layers.png
The bar under the picture is 20 µm long.
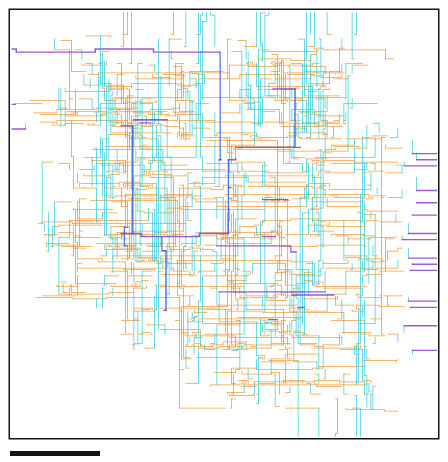
pinout.png
Pins as bars across the die edge, other pins in gray.
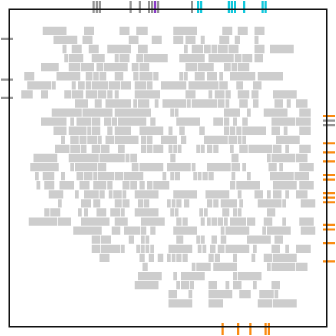
ff_map.png
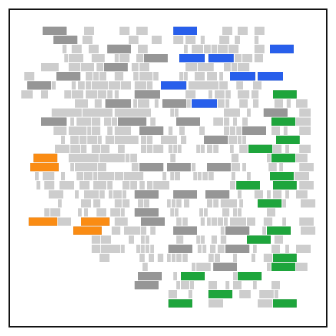
clock_nets.png
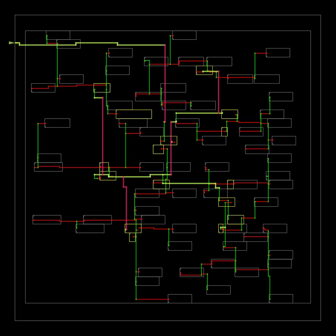
==> config.mk <==
export PLATFORM = sky130hd
export DESIGN_NAME = tlkerr_unpacker_flat
export DESIGN_NICKNAME = d
export VERILOG_FILES = /design/src/rtl/tlkerr_unpacker_if.sv /design/src/rtl/tlkerr_unpacker.sv /design/src/flat_wrapper.sv
export SDC_FILE = /design/constraint.sdc
export NUM_CORES = 1
export LEC_CHECK = 0
export ABC_AREA = 0
export CAP_MARGIN = 20
export CELL_PAD_IN_SITES_DETAIL_PLACEMENT = 0
export CELL_PAD_IN_SITES_GLOBAL_PLACEMENT = 1
export CORE_MARGIN = 3
export CORE_UTILIZATION = 36
export CTS_CLUSTER_SIZE = 24
export DETAILED_ROUTE_END_ITERATION = 8
export GPL_TIMING_DRIVEN = 0
export HOLD_SLACK_MARGIN = 0.02
export PLACE_DENSITY = 0.77
export SKIP_LAST_GASP = 1
export SLEW_MARGIN = 20
export SYNTH_ARGS = -nofsm -noshare
export SYNTH_HDL_FRONTEND = slang
export SYNTH_SLANG_ARGS = --single-unit
==> constraint.sdc <==
create_clock -name clk -period 1.55 [get_ports clk]
set_input_delay 0.31 -clock clk [delete_from_list [all_inputs] [get_ports clk]]
set_output_delay 0.31 -clock clk [all_outputs]
set_load 0.01 [all_outputs]
==> results.py <==
# Generated from Yosys and OpenROAD reports
metrics = {
    "cells_and_area": {
        "fillers": 725,
        "area_growth_syn_to_layout_pct": 36.4,
        "share_of_layout_cells_above_drive_strength_1_pct": 18.9,
        "mostFrequentLayoutCell": "sky130_fd_sc_hd__nand2_1",
        "antenna_cells": 0,
        "most_used_cells_in_the_layout_excluding_fill_and_tap_cells": "sky130_fd_sc_hd__nand2_1, sky130_fd_sc_hd__dfxtp_1, sky130_fd_sc_hd__nor2_1",
        "stdcell_count": 507,
        "postLayoutCellArea_um2": 3860,
        "num-nets-final": 416,
        "multiInputGateArea_um2": 1590,
        "post-route-util_pct": 51.8,
    },
    "final_timing": {
        "timing_worst_slew_pin_value_ns": 0.513,
        "finalHoldViolations": 0,
        "timing.final.ws_setup_ns": -0.0686,
        "max_freq_ghz": 0.618,
        "min_period_ns": 1.62,
        "rsz0062_at_grt": "yes",
        "setup_viol": 4,
        "timing_max_transition_violations_final": 0,
        "hold_slack_ns": 0.459,
        "final.setup.tns_ns": -0.111,
        "period_used_pct": 104,
        "max-slew-margin-rel_pct": 65.8,
    },
    "grt": {
        "grt_max_degree": 12,
        "top_usage_layer": "met2",
        "globalRouteMet3Util_pct": 3.59,
        "number_of_antenna_violations_at_the_first_check_in_global_routing": 0,
        "grt_overflow_total": 0,
        "global_route.usage.met1_pct": 21.8,
        "grt_pass1_wl_um": 11400,
        "use_met2_pct": 24.8,
        "grt_pass1_vias": 2399,
    },
    "setup_path": {
        "worst_case_reg_to_reg_path_depth": 8,
        "element_type_at_the_critical_path_start": "flip-flop",
        "cp-end-kind": "flip-flop",
        "worstPathRequired_ns": 1.82,
        "maximum_net_fanout_on_the_critical_path": 5,
        "setup.worst_path.class": "flip-flop to flip-flop",
        "arrival_ns": 1.89,
        "setup.reg_to_reg.worst_slack_ns": -0.07,
    },
    "route": {
        "ant_nets": 0,
        "drt-vias-per-instance": 5.10,
        "detailroute.wirelength.met2_um": 3190,
        "first_iter_violations": 116,
        "top_layer": "met4",
        "detailroute.wirelength.met3_um": 261,
        "first_pass_iters": 4,
        "drcViolationCount": 0,
        "route.layer.met1.wl_um": 3450,
    },
    "synth": {
        "muxShareOfSynthArea_pct": 2.57,
        "adder_share_pct": 4.42,
        "syn_area_um2": 2830,
        "aoi_share_pct": 14.2,
        "yosys.cell_types.count": 41,
        "simple_gate_area_share_of_the_yosys_netlist_pct": 28.4,
        "ys_warn_count": 0,
        "topCombFamilyByArea": "simple AND/OR/NAND/NOR gates",
        "chip_area_from_the_yosys_synthesis_statistics_um2": 2830,
        "ys_ff": 63,
        "synth-seq-area-share_pct": 44.6,
        "synthesis.area_per_instance_um2": 8.35,
        "synth.yosys.num_cells": 339,
        "synth_nets": 352,
        "postSynthCellCount": 339,
        "yosys.area_share.xor_xnor_pct": 1.86,
    },
    "power": {
        "ir_drop_mv": 0.422,
        "power.combinational.fraction_pct": 12.0,
        "static-leakage-power_nw": 1.58,
        "power.share.sequential_pct": 48.1,
        "power_density_nw_per_um2": 905,
        "powerComb_w": 0.000418,
        "internal_power_w": 0.00258,
        "total_power_w": 0.00349,
        "dominant_power_group": "registers",
        "power.switching_fraction_pct": 26.2,
        "switchingPower_w": 0.000913,
        "clock_power_share_pct": 39.9,
    },
    "floorplan": {
        "dieArea_um2": 8960,
        "site_rows": 31,
        "initCoreUtil_pct": 38.0,
        "core_area_um2": 7450,
        "num_io_pins": 41,
    },
    "flow_run": {
        "openroad.warnings": 34,
        "maximum_capacitance_violations": 0,
    },
    "clock_network": {
        "htree_levels": 3,
        "path_clk_slew_ns": 0.07,
        "max-clock-path-buffers": 2,
        "cts.root.buffer_cell": "sky130_fd_sc_hd__clkbuf_8",
        "cts_buffers": 9,
        "cts_hold_repair.buffers": 0,
        "tritoncts": "done",
        "clk-insertion-delay-late_ns": 0.35,
    },
    "place": {
        "hpwlAfterDp_um": 4680,
        "pre_cts_slack_ns": -0.558,
        "dpl-instance-area_um2": 3350,
        "routabilityCongestion": 0.749,
        "cell_count_after_placement": 477,
    },
    "min_path": {
        "worst_hold_path.num_cells": 2,
        "hold_path_class": "flip-flop to flip-flop",
    },
    "status": {
        "outcome": "finished with violations",
        "violations_in_the_final_reports": "setup timing",
    },
}
Notes on layers.png above:
color	layer	wire length
cyan	M2	3190 µm
orange	M1	3450 µm
purple	M3	261 µm
blue	M4	98.2 µm
detail-routed net length per standard cell: 13.8 µm
Total GRT Usage: 16.1%
Total Routed Length: 7000 µm
detailed-route via count: 2584

Notes on pinout.png above:
color	port	pins	direction	edge
purple	bus_d	1	input	top
cyan	bus_frame_cnt	8	output	top
orange	bus_errbit	18	output	13 right, 5 bottom
height of the die: 94.6 µm
Die W: 94.6 µm
count of input and output buffers: 39

Notes on ff_map.png above:
color	netlist name	flops
orange	u_core.bitcnt	5
blue	u_core.bus.frame_cnt	8
green	u_core.bus.errbit	18
not colored	32
flip-flop and latch area: 1290 µm²
fraction of standard cell area that is sequential: 33.5%
power of the sequential group: 0.00168 W

Notes on clock_nets.png above:
Setup Skew: 0.0144 ns
power drawn by the clock network: 0.00139 W
Num Clock Sinks: 63

critical path, cell delays in order (launching register included):
cell                       delay [ns]
sky130_fd_sc_hd__dfxtp_2         0.34
sky130_fd_sc_hd__buf_6           0.11
sky130_fd_sc_hd__clkinv_4        0.05
sky130_fd_sc_hd__buf_4           0.13
sky130_fd_sc_hd__ha_1            0.22
sky130_fd_sc_hd__nand2b_4        0.13
sky130_fd_sc_hd__o211ai_4        0.12
sky130_fd_sc_hd__or3_4           0.35
sky130_fd_sc_hd__a21oi_2         0.12
final cells by class:
class | count | share of cell area (%)
Clock inverter | 6 | 1.59
Tap cell | 99 | 3.21
Buffer | 17 | 2.27
Clock buffer | 10 | 3.31
Timing Repair Buffer | 54 | 13.9
Sequential cell | 63 | 33.5
Multi-Input combinational cell | 249 | 41.3
Inverter | 9 | 1.01
cell usage after synthesis, drive strengths merged:
master	n	area share (%)
o211ai	1	0.75
o21a	1	0.27
inv	9	1.2
nand4b	2	0.62
nand2	58	7.7
o21ai	24	4.2
xor2	5	1.5
mux2	2	0.80
buf	5	1.0
a311oi	3	0.93
a211oi	2	0.53
nand3	5	0.88
nor2b	4	0.88
nor4	4	0.88
or3	2	0.44
xnor2	1	0.31
o2111ai	1	0.31
dfxtp	63	45
nand3b	19	5.0
mux2i	5	1.8
or3b	3	0.93
and3	2	0.44
nand2b	5	1.1
clkbuf	13	1.7
nand4	10	2.2
a22o	1	0.31
a31oi	5	1.1
nor3	7	1.4
a21oi	23	4.1
and4	1	0.31
nor2	35	4.6
or4	2	0.53
ha	10	4.4
and4b	1	0.35
o211a	3	1.1
o21bai	2	0.66
timing repair:
item / in CTS / in global routing
gates resized: 63 / 36
pin swaps: 7 / 8
buffers inserted: 7 / 8
endpoints found under the setup margin: 72 / 44
cloned: 0 / 0
Power figures rest on the tool's default switching activity, not on a simulated workload.
